**src/rtl/ex_pkg.sv**
```systemverilog
// Shared definitions for the EX-stage multiply/divide sequencer:
// ALU control codes and the sequencer state encoding.
package ex_pkg;

  // ALU control codes seen by the EX stage
  localparam logic [4:0] ALU_ADD = 5'b00110;
  localparam logic [4:0] ALU_SUB = 5'b00111;
  localparam logic [4:0] ALU_MUL = 5'b01000;
  localparam logic [4:0] ALU_DIV = 5'b01001;
  localparam logic [4:0] ALU_AND = 5'b01010;
  localparam logic [4:0] ALU_OR  = 5'b01011;
  localparam logic [4:0] ALU_SHL = 5'b01100;
  localparam logic [4:0] ALU_SHR = 5'b01101;
  localparam logic [4:0] ALU_CMP = 5'b01110;
  localparam logic [4:0] ALU_NOT = 5'b01111;
  localparam logic [4:0] ALU_NOP = 5'b11111;

  typedef enum logic [1:0] {
    IDLE    = 2'd0,
    RUN_MUL = 2'd1,
    RUN_DIV = 2'd2,
    DONE    = 2'd3
  } state_t;

endpackage

```
**src/rtl/ex_muldiv_sequencer_if.sv**
```systemverilog
// EX-stage <-> multi-cycle MUL/DIV sequencer interface.
// master: pipeline side (drives instruction, receives stall/result).
// slave:  sequencer side.
interface ex_muldiv_sequencer_if #(
  parameter int WIDTH = 32
);
  logic             valid_in;
  logic             flush;
  logic [4:0]       alu_ctrl;
  logic [WIDTH-1:0] op_a;
  logic [WIDTH-1:0] op_b;
  logic             stall;
  logic             busy;
  logic             result_valid;
  logic [WIDTH-1:0] result;
  logic [WIDTH-1:0] remainder;
  logic             div_by_zero;

  modport master (
    output valid_in, flush, alu_ctrl, op_a, op_b,
    input  stall, busy, result_valid, result, remainder, div_by_zero
  );

  modport slave (
    input  valid_in, flush, alu_ctrl, op_a, op_b,
    output stall, busy, result_valid, result, remainder, div_by_zero
  );
endinterface

```
**src/rtl/ex_muldiv_datapath.sv**
```systemverilog
// Operand, accumulator and quotient/multiplier shift registers for the
// iterative shift-add multiplier and unsigned restoring divider, plus the
// registered result fields. One load / iterate / finish step per cycle.
module ex_muldiv_datapath #(
  parameter int WIDTH = 32
) (
  input  logic             clk,
  input  logic             rst,
  input  logic             load,     // capture operands, clear accumulator
  input  logic             div_sel,  // 1: divide, 0: multiply
  input  logic             iterate,  // perform one iteration
  input  logic             finish,   // last iteration: publish result fields
  input  logic             early,    // trivial operation resolved at start
  input  logic [WIDTH-1:0] op_a,
  input  logic [WIDTH-1:0] op_b,
  output logic [WIDTH-1:0] result,
  output logic [WIDTH-1:0] remainder,
  output logic             div_by_zero
);

  // opnd_q: multiplicand (MUL) or divisor (DIV)
  // acc_q : high partial product (MUL) or partial remainder (DIV)
  // q_q   : multiplier shifting out / product low half (MUL),
  //         dividend shifting out / quotient shifting in (DIV)
  logic [WIDTH-1:0] opnd_q;
  logic [WIDTH-1:0] acc_q;
  logic [WIDTH-1:0] q_q;

  logic [WIDTH-1:0] step_acc;
  logic [WIDTH-1:0] step_q;
  logic [WIDTH:0]   sum;
  logic [WIDTH:0]   trial;
  logic             fits;

  // Next accumulator/shift values for one iteration of the selected operation
  always_comb begin
    // NOTE: every signal gets a default before any branch so no latch is inferred.
    step_acc = acc_q;
    step_q   = q_q;
    sum      = '0;
    trial    = '0;
    fits     = 1'b0;
    if (div_sel) begin
      // Shift the next dividend bit into the partial remainder and try
      // subtracting the divisor; the difference always fits in WIDTH bits.
      trial    = {acc_q, q_q[WIDTH-1]};
      fits     = (trial >= {1'b0, opnd_q});
      step_acc = fits ? (trial[WIDTH-1:0] - opnd_q) : trial[WIDTH-1:0];
      step_q   = {q_q[WIDTH-2:0], fits};
    end else begin
      // Add the multiplicand when the current multiplier bit is set, then
      // shift {carry, acc, q} right by one.
      sum      = {1'b0, acc_q} + (q_q[0] ? {1'b0, opnd_q} : '0);
      step_acc = sum[WIDTH:1];
      step_q   = {sum[0], q_q[WIDTH-1:1]};
    end
  end

  // Working registers and result fields
  always_ff @(posedge clk) begin
    // NOTE: state is updated with non-blocking assignments so every flop
    // samples pre-edge values regardless of statement order.
    if (rst) begin
      opnd_q      <= '0;
      acc_q       <= '0;
      q_q         <= '0;
      result      <= '0;
      remainder   <= '0;
      div_by_zero <= 1'b0;
    end else begin
      if (load) begin
        opnd_q <= div_sel ? op_b : op_a;
        q_q    <= div_sel ? op_a : op_b;
        acc_q  <= '0;
      end else if (iterate) begin
        acc_q <= step_acc;
        q_q   <= step_q;
      end

      if (finish) begin
        result      <= step_q;
        remainder   <= div_sel ? step_acc : '0;
        div_by_zero <= div_sel & (opnd_q == '0);
      end else if (early) begin
        // Zero-operand MUL gives 0; DIV by zero gives all ones / dividend.
        result      <= div_sel ? '1 : '0;
        remainder   <= div_sel ? op_a : '0;
        div_by_zero <= div_sel;
      end
    end
  end

endmodule

```
**src/rtl/ex_muldiv_sequencer.sv**
```systemverilog
// Multi-cycle EX-stage sequencer for MUL and DIV. Owns the FSM, iteration
// counter, pipeline stall and flush handling; arithmetic lives in
// ex_muldiv_datapath.
// Optional build macro MULDIV_EARLY_OUT_EN: MUL with a zero operand or DIV
// by zero skips the iterations and goes straight from IDLE to DONE.
module ex_muldiv_sequencer
  import ex_pkg::*;
#(
  parameter int WIDTH = 32
) (
  input logic                   clk,
  input logic                   rst,
  ex_muldiv_sequencer_if.slave  bus
);

  localparam int CNT_W = $clog2(WIDTH + 1);

  state_t           state_q;
  state_t           state_d;
  logic [CNT_W-1:0] cnt_q;
  logic [CNT_W-1:0] cnt_d;

  logic is_mul;
  logic is_div;
  logic start;
  logic early;
  logic load;
  logic iterate;
  logic finish;
  logic div_sel;

  assign is_mul = (bus.alu_ctrl == ALU_MUL);
  assign is_div = (bus.alu_ctrl == ALU_DIV);
  assign start  = bus.valid_in & ~bus.flush & (is_mul | is_div) & (state_q == IDLE);

`ifdef MULDIV_EARLY_OUT_EN
  assign early = start & ((is_mul & ((bus.op_a == '0) | (bus.op_b == '0))) |
                          (is_div & (bus.op_b == '0)));
`else
  assign early = 1'b0;
`endif

  // While idle the incoming opcode picks the operation; afterwards the state does.
  assign div_sel = (state_q == IDLE) ? is_div : (state_q == RUN_DIV);

  // Next-state, counter and datapath step control
  always_comb begin
    state_d = state_q;
    cnt_d   = cnt_q;
    load    = 1'b0;
    iterate = 1'b0;
    finish  = 1'b0;
    unique case (state_q)
      IDLE: begin
        if (start) begin
          load = 1'b1;
          if (early) begin
            state_d = DONE;
            cnt_d   = '0;
          end else begin
            state_d = is_div ? RUN_DIV : RUN_MUL;
            cnt_d   = CNT_W'(WIDTH);
          end
        end
      end
      RUN_MUL, RUN_DIV: begin
        if (bus.flush) begin
          state_d = IDLE;
          cnt_d   = '0;
        end else begin
          iterate = 1'b1;
          cnt_d   = cnt_q - CNT_W'(1);
          if (cnt_q == CNT_W'(1)) begin
            finish  = 1'b1;
            state_d = DONE;
          end
        end
      end
      DONE: state_d = IDLE;
      default: state_d = IDLE;
    endcase
  end

  // State and iteration counter registers
  always_ff @(posedge clk) begin
    if (rst) begin
      state_q <= IDLE;
      cnt_q   <= '0;
    end else begin
      state_q <= state_d;
      cnt_q   <= cnt_d;
    end
  end

  assign bus.busy         = (state_q == RUN_MUL) | (state_q == RUN_DIV);
  assign bus.result_valid = (state_q == DONE);
  assign bus.stall        = start | bus.busy;

  ex_muldiv_datapath #(.WIDTH(WIDTH)) u_datapath (
    .clk         (clk),
    .rst         (rst),
    .load        (load),
    .div_sel     (div_sel),
    .iterate     (iterate),
    .finish      (finish),
    .early       (early),
    .op_a        (bus.op_a),
    .op_b        (bus.op_b),
    .result      (bus.result),
    .remainder   (bus.remainder),
    .div_by_zero (bus.div_by_zero)
  );

endmodule

```
**src/flat_wrapper.sv**
```systemverilog
// flat-port wrapper written by rule: the top's interface ports become plain ports
module ex_muldiv_sequencer_flat import ex_pkg::*;
#(
  parameter int WIDTH = 32
)
  (clk, rst, bus_valid_in, bus_flush, bus_alu_ctrl, bus_op_a, bus_op_b, bus_stall, bus_busy, bus_result_valid, bus_result, bus_remainder, bus_div_by_zero);
  ex_muldiv_sequencer_if #(.WIDTH(WIDTH)) bus_i ();
  input logic clk;
  input logic rst;
  input wire logic [$bits(bus_i.valid_in)-1:0] bus_valid_in;
  input wire logic [$bits(bus_i.flush)-1:0] bus_flush;
  input wire logic [$bits(bus_i.alu_ctrl)-1:0] bus_alu_ctrl;
  input wire logic [$bits(bus_i.op_a)-1:0] bus_op_a;
  input wire logic [$bits(bus_i.op_b)-1:0] bus_op_b;
  output wire logic [$bits(bus_i.stall)-1:0] bus_stall;
  output wire logic [$bits(bus_i.busy)-1:0] bus_busy;
  output wire logic [$bits(bus_i.result_valid)-1:0] bus_result_valid;
  output wire logic [$bits(bus_i.result)-1:0] bus_result;
  output wire logic [$bits(bus_i.remainder)-1:0] bus_remainder;
  output wire logic [$bits(bus_i.div_by_zero)-1:0] bus_div_by_zero;
  assign bus_i.valid_in = bus_valid_in;
  assign bus_i.flush = bus_flush;
  assign bus_i.alu_ctrl = bus_alu_ctrl;
  assign bus_i.op_a = bus_op_a;
  assign bus_i.op_b = bus_op_b;
  assign bus_stall = bus_i.stall;
  assign bus_busy = bus_i.busy;
  assign bus_result_valid = bus_i.result_valid;
  assign bus_result = bus_i.result;
  assign bus_remainder = bus_i.remainder;
  assign bus_div_by_zero = bus_i.div_by_zero;
  ex_muldiv_sequencer #(.WIDTH(WIDTH)) u_core (.clk(clk), .rst(rst), .bus(bus_i));
endmodule
```
**config.mk**
```make
export PLATFORM = sky130hd
export DESIGN_NAME = ex_muldiv_sequencer_flat
export DESIGN_NICKNAME = d
export VERILOG_FILES = /design/src/rtl/ex_pkg.sv /design/src/rtl/ex_muldiv_sequencer_if.sv /design/src/rtl/ex_muldiv_datapath.sv /design/src/rtl/ex_muldiv_sequencer.sv /design/src/flat_wrapper.sv
export SDC_FILE = /design/constraint.sdc
export NUM_CORES = 1
export LEC_CHECK = 0
export CAP_MARGIN = 20
export CORE_MARGIN = 3
export CORE_UTILIZATION = 53
export CTS_BUF_LIST = sky130_fd_sc_hd__clkbuf_4
export CTS_CLUSTER_SIZE = 20
export DETAILED_ROUTE_END_ITERATION = 6
export HOLD_SLACK_MARGIN = 0.03
export PLACE_DENSITY = 0.8
export SETUP_SLACK_MARGIN = 0.3
export SYNTH_ARGS = -nofsm -noshare
export SYNTH_HDL_FRONTEND = slang
export SYNTH_SLANG_ARGS = --single-unit
```
**constraint.sdc**
```tcl
create_clock -name clk -period 3.2 [get_ports clk]
set_input_delay 0.64 -clock clk [delete_from_list [all_inputs] [get_ports clk]]
set_output_delay 0.64 -clock clk [all_outputs]
set_load 0.01 [all_outputs]
```
run_1/m1.png
Supply wires on this layer in gray.
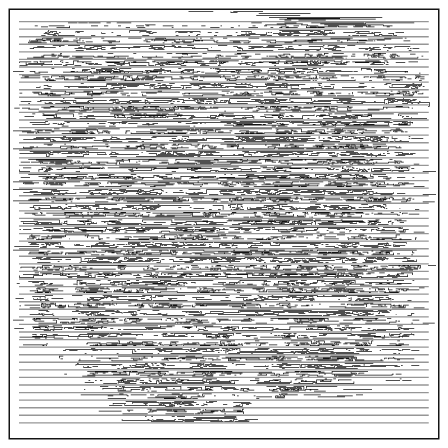
nets with wire on the layer: 1764
longest straight run: 42.8 um
vias post-DR: 13000
total wirelength of the detailed-routed design: 43500 um
met1 track utilization from global routing: 0.422

run_1/m2.png
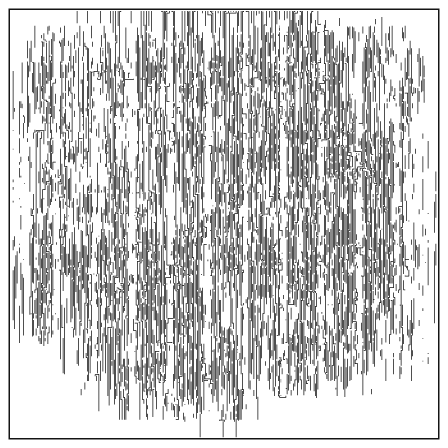
longest straight run: 58.0 um
main direction: vertical
nets with wire on the layer: 1655
wire length on this layer: 20.5 mm
share of all routed wire: 47%
GR Util met2: 0.558

run_1/m3.png
Scale bar: 50 um. Cells faint in the background.
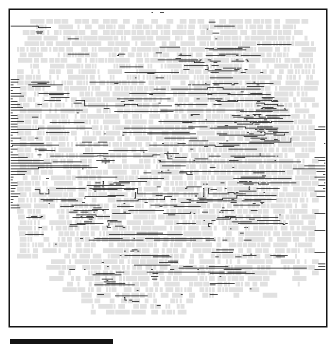
nets with wire on the layer: 308
share of all routed wire: 8.6%
wire length on this layer: 3750 um
main direction: horizontal
longest straight run: 68.8 um

==> GITHUB_STEP_SUMMARY, run 1 <==
### Yosys + OpenROAD results

| Metric | Value |
|---|---|
| Number of cell instances after yosys synthesis | 1500 |
| Most used routing layer | met2 |
| Buffers and inverters on the worst path | 2 |
| GR Util met3 | 0.0721 |
| Area grow syn2layout | 37.9% |
| Synthesis-stage register bit count | about 170 |
| Area figure in the yosys stat output | 0.0116 mm^2 |
| FMAX | 318 MHz |
| Maximum number of pins on one net before global-route repair | 132 |
| Highest metal layer with signal wires | met5 |
| Status | finished clean |
| Library cell with the largest summed area after synthesis | sky130_fd_sc_hd__dfxtp_1 |
| Launch point of the worst hold path | rst |
| Final instance area | 0.0160 mm^2 |
| Commonest cells in the synthesized netlist | sky130_fd_sc_hd__nand2_1 (203), sky130_fd_sc_hd__dfxtp_1 (169), sky130_fd_sc_hd__nor2_1 (156) |
| Number of gates resized after cts | 86 |
| Count of standard-cell rows | 53 |
| TAP cells | 275 |
| R2R Path End | u_core.u_datapath.remainder[2]$_SDFFE_PP0P_ |
| Total standard cell area after synthesis | approximately 0.012 mm^2 |
| Post-synthesis sequential area ratio | 0.292 |
| Clock tree from TritonCTS | yes |
| Largest buffer count on any clock path | 2 |
| Floorplan utilization | 0.545 |
| Hold EP | u_core.u_datapath.remainder[0]$_SDFFE_PP0P_ |
| Clock latency reported for the late side of the worst-skew pair | 660 ps |
| GRT overflow | 0 |
| Final-layout worst hold slack | 454 ps |
| Hold Path Cell Cnt | 2 |
| Critical path's most frequent cell | sky130_fd_sc_hd__o31a_1 |
| All-Layer GR Usage | 0.334 |
| Most frequent cell after synthesis | sky130_fd_sc_hd__nand2_1 |
| Number of antenna-violating nets in the routed design | 0 |
| Sequential standard cell area | 0.00345 mm^2 |
| Seq area share | 0.216 |
| Nets | between 1500 and 2000 |
| Worst-margin pin slew | 1250 ps |
| Floorplan die width | ~150 um |
run 1: power breakdown:
part	internal, mW	switching [mW]	leakage (nW)	total (mW)
clock	0.403	1.05	0.173	1.45
combinational	5.55	5.58	4.92	11.1
sequential	2.25	0.238	1.38	2.49
run 1: registers in the layout, summed over array words and instances, names as in the netlist:
signal	cells
u_core.state_q	2
u_core.u_datapath.acc_q	32
u_core.cnt_q	6
u_core.u_datapath.q_q	32
u_core.u_datapath.remainder	32
u_core.u_datapath.div_by_zero	1
u_core.u_datapath.result	32
u_core.u_datapath.opnd_q	32
run_1/m4.png
Supply wires on this layer in gray. Cells faint in the background.
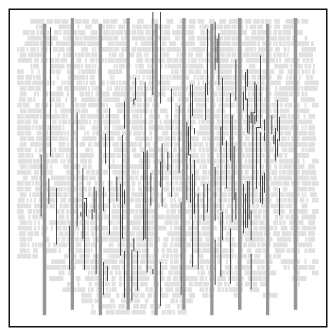

--- run 2 (diff from run 1) ---
--- a/config.mk
+++ b/config.mk
@@ -5,7 +5,7 @@
 export SDC_FILE = /design/constraint.sdc
 export NUM_CORES = 1
 export LEC_CHECK = 0
-export CAP_MARGIN = 20
+export CAP_MARGIN = 15
 export CORE_MARGIN = 3
 export CORE_UTILIZATION = 53
 export CTS_BUF_LIST = sky130_fd_sc_hd__clkbuf_4
@@ -17,3 +17,4 @@
 export SYNTH_ARGS = -nofsm -noshare
 export SYNTH_HDL_FRONTEND = slang
 export SYNTH_SLANG_ARGS = --single-unit
+export TNS_END_PERCENT = 20
run_2/m4.png
Supply wires on this layer in gray. Cells faint in the background.
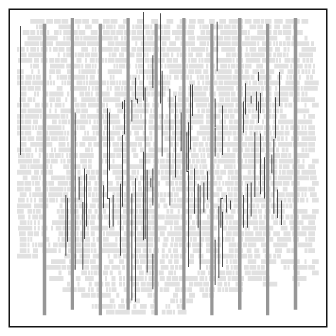
main direction: vertical
share of all routed wire: 4.4%
wire length on this layer: 1830 um
nets with wire on the layer: 61

==> GITHUB_STEP_SUMMARY, run 2 <==
### Yosys + OpenROAD results

| Metric | Value |
|---|---|
| Status | finished clean (unchanged) |
| WS Path Type | reg2reg (unchanged) |
| Comb power frac | 0.713 (was 0.739) |
| Total standard cell area after synthesis | 0.0116 mm^2 (unchanged) |
| Internal power | 7.47 mW (was 8.21 mW) |
| Synthesis-stage register bit count | 169 (unchanged) |
| Power of the clock network | 1.43 mW (was 1.45 mW) |
| Number of cell instances after yosys synthesis | 1500 (unchanged) |
| TAP cells | 275 (unchanged) |
| Net switching power | 6.11 mW (was 6.86 mW) |
| Antenna Cells | 1 (unchanged) |
| Clock latency reported for the late side of the worst-skew pair | 650 ps (was 660 ps) |
| Synthesized Nets | 1644 (unchanged) |
| GRT overflow | 0 (unchanged) |
| FMAX | 317 MHz (was 318 MHz) |
| Average cell area after synthesis | 7.71 um^2 (unchanged) |
| Worst setup skew after layout | 48.5 ps (was 53.1 ps) |
| Layout multi-input combinational cell count | 1171 (unchanged) |
| Standard cell core area | 0.0212 mm^2 (unchanged) |
| DP Wirelength | 29500 um (unchanged) |
| Main area contributors | sky130_fd_sc_hd__dfxtp_1 (29%), sky130_fd_sc_hd__ha_1 (7.5%), sky130_fd_sc_hd__nand2_1 (6.6%) (unchanged) |
| Drt pass-1 iters | 7 (was 6) |
| Sequential fraction of design power | 0.182 (was 0.165) |
| R2r setup slk | 50 ps (about the same) |
| Hold EP | u_core.u_datapath.remainder[0]$_SDFFE_PP0P_ (unchanged) |
| Share of the final layout cell area in multi-input gates | 0.529 (was 0.539) |
| Flip-flop and latch count | 169 (unchanged) |
| Worst-margin pin slew | 984 ps (was 1250 ps) |
| Power of the sequential group | 2.47 mW (was 2.49 mW) |
| Remaining max-slew budget at the tightest pin | 0.341 (was 0.166) |
| Buffers and inverters on the worst path | 2 (unchanged) |
| Most frequent cell after synthesis | sky130_fd_sc_hd__nand2_1 (unchanged) |
| Library cell with the largest summed area after synthesis | sky130_fd_sc_hd__dfxtp_1 (unchanged) |
| Clock Power Share | 0.106 (was 0.096) |
| Largest buffer count on any clock path | 2 (unchanged) |
| Unique masters post-synth | 71 (unchanged) |
| Maximum number of pins on one net before global-route repair | 132 (unchanged) |
| Nets | 1873 (was 1880) |
| R2R Path End | u_core.u_datapath.remainder[2]$_SDFFE_PP0P_ (unchanged) |
| Number of antenna-violating nets in the routed design | 0 (unchanged) |
| Final-layout worst hold slack | 463 ps (was 454 ps) |
| Area of the multi-input gates | 0.00814 mm^2 (was 0.00859 mm^2) |
| Leakage power total | 6.41 nW (was 6.48 nW) |
| Buffers excl. clock | 315 (was 322) |
| Last weighted congestion value of the routability-driven placer | 1.02 (unchanged) |
| Count of standard-cell rows | 53 (unchanged) |
| Fraction of layout cells with a size suffix above 1 | 0.194 (was 0.244) |
| Total placed instance area | 0.0141 mm^2 (unchanged) |
| Area figure in the yosys stat output | 0.0116 mm^2 (unchanged) |
| Floorplan utilization | 0.545 (unchanged) |
| Highest metal layer with signal wires | met5 (unchanged) |
| Commonest cells in the synthesized netlist | sky130_fd_sc_hd__nand2_1 (203), sky130_fd_sc_hd__dfxtp_1 (169), sky130_fd_sc_hd__nor2_1 (156) (unchanged) |
| Final instance area | 0.0154 mm^2 (was 0.0160 mm^2) |
| Post-synthesis sequential area ratio | 0.292 (unchanged) |
| Cell-by-cell trace of the critical path | inv_4 > ha_4 > nor2b_4 > o31a_1 > o31a_1 > o31a_1 > a21oi_4 > a21oi_2 > o21a_4 > buf_12 > mux2i_4 > or3_4 > a21oi_2 (was inv_4 > ha_4 > nor2b_4 > o31a_1 > o31a_1 > o31a_1 > a21oi_4 > a21oi_2 > o21a_4 > buf_12 > mux2i_4 > or3_1 > a21oi_1) |
| Wire length on met3 | 3350 um (was 3750 um) |
| Area grow syn2layout | 33.0% (was 37.9%) |
| Top flip-flop cell by instance count after synthesis | sky130_fd_sc_hd__dfxtp_1 (unchanged) |
| Total wirelength of the detailed-routed design | 41300 um (was 43500 um) |
| Power attributed to combinational cells | 9.68 mW (was 11.1 mW) |
| Met1 layer wirelength in the final routing | 16700 um (was 16900 um) |
| Unrepaired setup endpoints after global routing | yes (unchanged) |
| Critical path's most frequent cell | sky130_fd_sc_hd__o31a_1 (unchanged) |
| Seq area share | 0.223 (was 0.216) |
| Switching power share of the total | 0.450 (was 0.455) |
| Floorplan die width | 154 um (unchanged) |
| Number of cells in the design after placement | 1953 (unchanged) |
| Post-route DRC | 0 (unchanged) |
| Top pwr grp | combinational logic (unchanged) |
| Clock tree from TritonCTS | yes (unchanged) |
| All-Layer GR Usage | 0.331 (was 0.334) |
| First-pass GRT wire length | 64200 um (was 64600 um) |
| Hold Vio Cnt, Final | 0 (unchanged) |
| Maximum cell stage delay along the critical path | 400 ps (was 410 ps) |
| Vert. Die Dim | 154 um (unchanged) |
| Sequential standard cell area | 0.00344 mm^2 (was 0.00345 mm^2) |
| Launch point of the worst hold path | rst (unchanged) |
| Critical path endpoint category | flop (unchanged) |
| Number of gates resized after cts | 64 (was 86) |
| Hold Path Cell Cnt | 2 (unchanged) |
| Worst setup path endpoint | u_core.u_datapath.remainder[2]$_SDFFE_PP0P_ (unchanged) |
| Routed wire length per instance | 20.4 um (was 21.5 um) |
| Vias post-DR | 12700 (was 13000) |
-- run 2: cell counts after synthesis --
Identical to the previous run, type by type.
-- run 2: per-layer routing --
layer,vias to the layer above,global-route usage
li1,5886,-
met1,6030,0.425
met2,621,0.549
met3,153,0.0664
met4,2,0.129
met5,-,0
-- run 2: logic make-up (layout without fill, tap and decap cells) --
group	after synthesis	count (layout)	share of synthesized area
AND/OR/NAND/NOR	509	509	0.196
AND-OR/OR-AND	474	474	0.280
flip-flops	169	169	0.292
buffers and inverters	160	402	0.0553
adder cells (fa/ha/maj)	71	71	0.0781
multiplexers	63	63	0.0575
XOR/XNOR	54	54	0.0409
other	0	1	0
Power figures rest on the tool's default switching activity, not on a simulated workload.
